==> config.mk <==
export PLATFORM = sky130hd
export DESIGN_NAME = light_phase_sequencer
export DESIGN_NICKNAME = d
export VERILOG_FILES = /design/src/rtl/light_phase_sequencer.sv
export SDC_FILE = /design/constraint.sdc
export NUM_CORES = 1
export LEC_CHECK = 0
export CAP_MARGIN = 20
export CORE_AREA = 2 2 39 41
export CTS_CLUSTER_DIAMETER = 30
export DETAILED_ROUTE_END_ITERATION = 10
export DIE_AREA = 0 0 41 43
export PLACE_DENSITY = 0.71
export SYNTH_ARGS = -nofsm -noshare
export SYNTH_HDL_FRONTEND = slang
export SYNTH_SLANG_ARGS = --single-unit
==> constraint.sdc <==
create_clock -name clk -period 1.9 [get_ports clk]
set_input_delay 0.57 -clock clk [delete_from_list [all_inputs] [get_ports clk]]
set_output_delay 0.57 -clock clk [all_outputs]
set_load 0.01 [all_outputs]
Drive-strength map:
(8 px per µm)
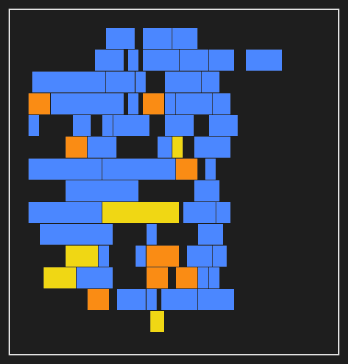
drive 1 or less -> blue  # cells 50, share 79%
drive 3 to 4 -> orange  # cells 8, share 13%
drive 2 -> yellow  # cells 5, share 7.9%
Area Overhead vs Synth: 35.31%
Repair and plain buffers: 14
post-route worst setup slack: 47.80 ps
final std cell area, no fill: 656.9 µm²

Metal 1:
(12 px per µm)
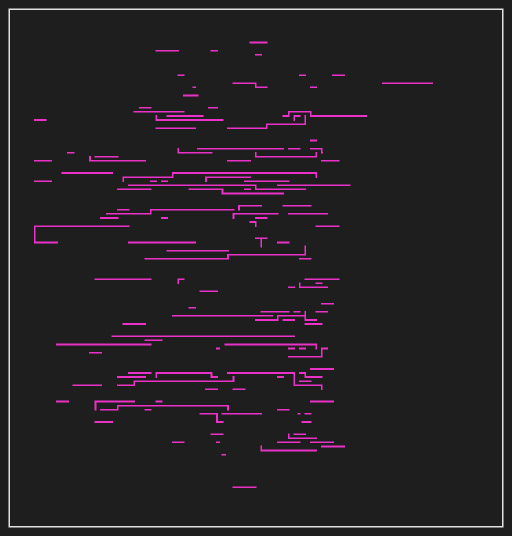
main direction = horizontal
nets with wire on the layer = 67
share of all routed wire = 46%
wire length on this layer = 372 µm
via count: 367
final wirelength: 801 µm
met1 Resource Use GR: 15.99%

Close-up of the layout:
Region (0, 18) to (25, 43) µm. Cells in grey, sequential cells in the stronger grey; small squares are vias.
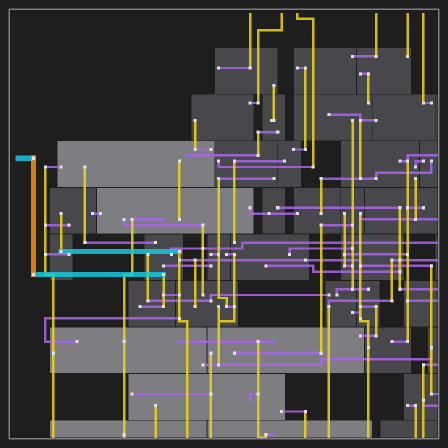
met3 -> cyan
met2 -> yellow
met1 -> purple
met4 -> orange
most frequent = dfrtp_1 (5), ha_1 (4), clkdlybuf4s50_1 (4)
sequential cells in the window = 5
cells with their middle in the window = 31

==> COMMIT_EDITMSG <==
Store results of the implementation flow

* Run status: finished, final reports clean
- Post-CTS repair ended up resizing 7 cells.
- STA classifies the critical path endpoint as an output pin.
* Pin count of the biggest net entering global routing: 9
- Max Clock Freq: ~540 MHz
- The routed design could run at a clock period as short as roughly 1900 ps.
- TritonCTS built the clock tree.
* Kind of cell adding the most delay to the critical path: buffers and inverters
- In the hold timing report, the worst path depth is 1.
- The routed design shows a via density per instance of roughly 4.6.
- Number of setup buffers added after CTS: 0
- The most critical min-delay path falls under reg2reg.
- Nets in the synthesized netlist: ~57
- The clock net in this run drives a total of 8 sinks.
- Registers are responsible for a little under a third of the overall power.
- Antenna violations before repair: 0
- Total internal power: around 630 µW
* Cell taking the most area after synthesis: dfrtp_1
* # Max-Cap Violations: 0
- Setup violations remaining at the end of the flow were counted as 0.
* Overall die height: 43 µm
- The via count of the first global-routing pass was roughly 350.
- Clock latency of the later-clocked register in the worst-skew pair: roughly 250 ps
- Final routed DRC violation total: 0
- Post-synth seq share: approximately 41%
- Area after detailed placement: between 600 and 700 µm²
- Share of total power in the clock network: 13.4%
- The number of different library cells used by synthesis comes to 18.
- The overall die size recorded for this design is about 1800 µm².
* Synthesized instance count: 45
- In this run the tool buffered the top-level ports with 10 buffer cells.
- Per the power-grid run, VDD falls by no more than 0.6493 mV.
* Yosys cell count: roughly 45
- A synthesized cell averages around 11 µm².
- Largest fanout of any net on the critical path: 2
- Number of antenna cells inserted: 0
- Worst reg2reg setup slack: around 230 ps
* Ranking of synthesized cells by instance count: ha_1, dfrtp_1, inv_1
- Die extent in x: ~41 µm
- Startpoint Class: input port
* Fraction of layout instances using a drive strength above 1: between 20% and 30%
* Final worst-path cycle share: 97.48%
- Slew @ Worst Pin: ~290 ps
- Clock tree root driver cell: clkbuf_4
* Setup repair after global routing missed its margin: no
- Hold repair after CTS inserted 0 buffers.
- Library cell contributing the largest single delay on the critical path: clkdlybuf4s50_1
* Pwr Density: about 1500 nW/µm²
- Stage delay of the slowest cell on the critical path: approximately 480 ps
- Max-slew violation count: 0
* Wire length of the first global-routing pass: approximately 1400 µm
- OpenROAD warning count: 31
- Initial DRT Pass Iterations: 1
* Number of buffers created by CTS: 3
- The cell area that synthesis handed to floorplanning was between 400 and 500 µm².
- Among all flip-flop cells after synthesis, the most frequent one is dfrtp_1.
- The floorplan step defined a core boundary enclosing 1384 µm².
- The floorplan report gives the top-level pin count as 11.
* GR Overflow Total: 0
- After legalization and detailed placement, the total HPWL measured 670.1 µm.
- Most used standard cell by instance count after synthesis: ha_1
* Worst reg2reg path depth: 5
- The area taken by multi-input combinational cells is reported as about 260 µm².
- For the worst setup path, the data required time is between 1000 and 1500 ps.
- H-tree depth: 1
==> placed cells by master (no fill, tap or decap), drive strengths merged <==
cell type	count
ha	8
dfrtp	7
inv	7
clkdlybuf4s50	5
buf	5
nor2	4
clkbuf	4
nand2	2
nor4b	2
mux2i	2
nand2b	2
mux2	2
dlygate4sd2	2
a2111o	1
and3	1
nor3	1
o32a	1
nor4	1
o21ai	1
a21oi	1
a221oi	1
dfstp	1
clkdlybuf4s15	1
dlymetal6s2s	1
==> power groups by stage <==
stage          clock [mW]  sequential [mW]  combinational [mW]
6_report            0.134            0.309               0.557
2_1_floorplan           0            0.329               0.331
5_1_grt             0.147            0.318               0.635
3_3_place_gp            0            0.308               0.584
3_5_place_dp            0            0.311               0.599
4_1_cts             0.143            0.307               0.567
==> final cells by class <==
type | instances | share of cell area (%)
clock buffers | 4 | 4.000
repair buffers | 14 | 19.05
well taps | 16 | 3.048
multi-input cells | 30 | 39.24
flip-flops and latches | 8 | 30.67
inverters | 7 | 4.000
==> kinds of logic (layout without fill, tap and decap cells) <==
group	count (synthesis)	after routing	share of synthesized area, %
simple gates	13	13	15.46
fa+ha+maj	8	8	20.62
flops	8	8	41.50
buf+inv	7	25	5.413
compound gates	5	5	8.246
mux	4	4	8.763
==> routing by layer <==
metal | up-vias | part of all wire [%] | track usage (%)
met5 | - | 0 | 0
li1 | 193 | - | -
met1 | 169 | 46 | 15.99
met4 | 0 | 0.75 | 8.000
met2 | 3 | 51 | 17.19
met3 | 2 | 1.9 | 3.141
==> stage by stage <==
step / utilization, % / worst slack (ps) / power [mW] / std cells / TNS (ps)
after floorplan: - / 343.1 / 0.6596 / 45 / 0
after global placement: 45.93 / -346.2 / 0.8925 / 75 / -408.8
after detailed placement: 45.93 / -365.3 / 0.9097 / 75 / -461.4
after CTS: 47.20 / 41.01 / 1.018 / 79 / 0
after global routing: 47.47 / 9.997 / 1.100 / 79 / 0
final: 47.47 / 47.80 / 1.001 / 79 / 0
==> worst reg2reg max path, cell delays in order (launching register included) <==
cell and delay [ps]:
dfstp_2 550, inv_1 50, ha_1 240, and3_4 200, mux2i_1 160, o32a_1 350
No activity file was given, so power comes from the tool's default toggle rates.
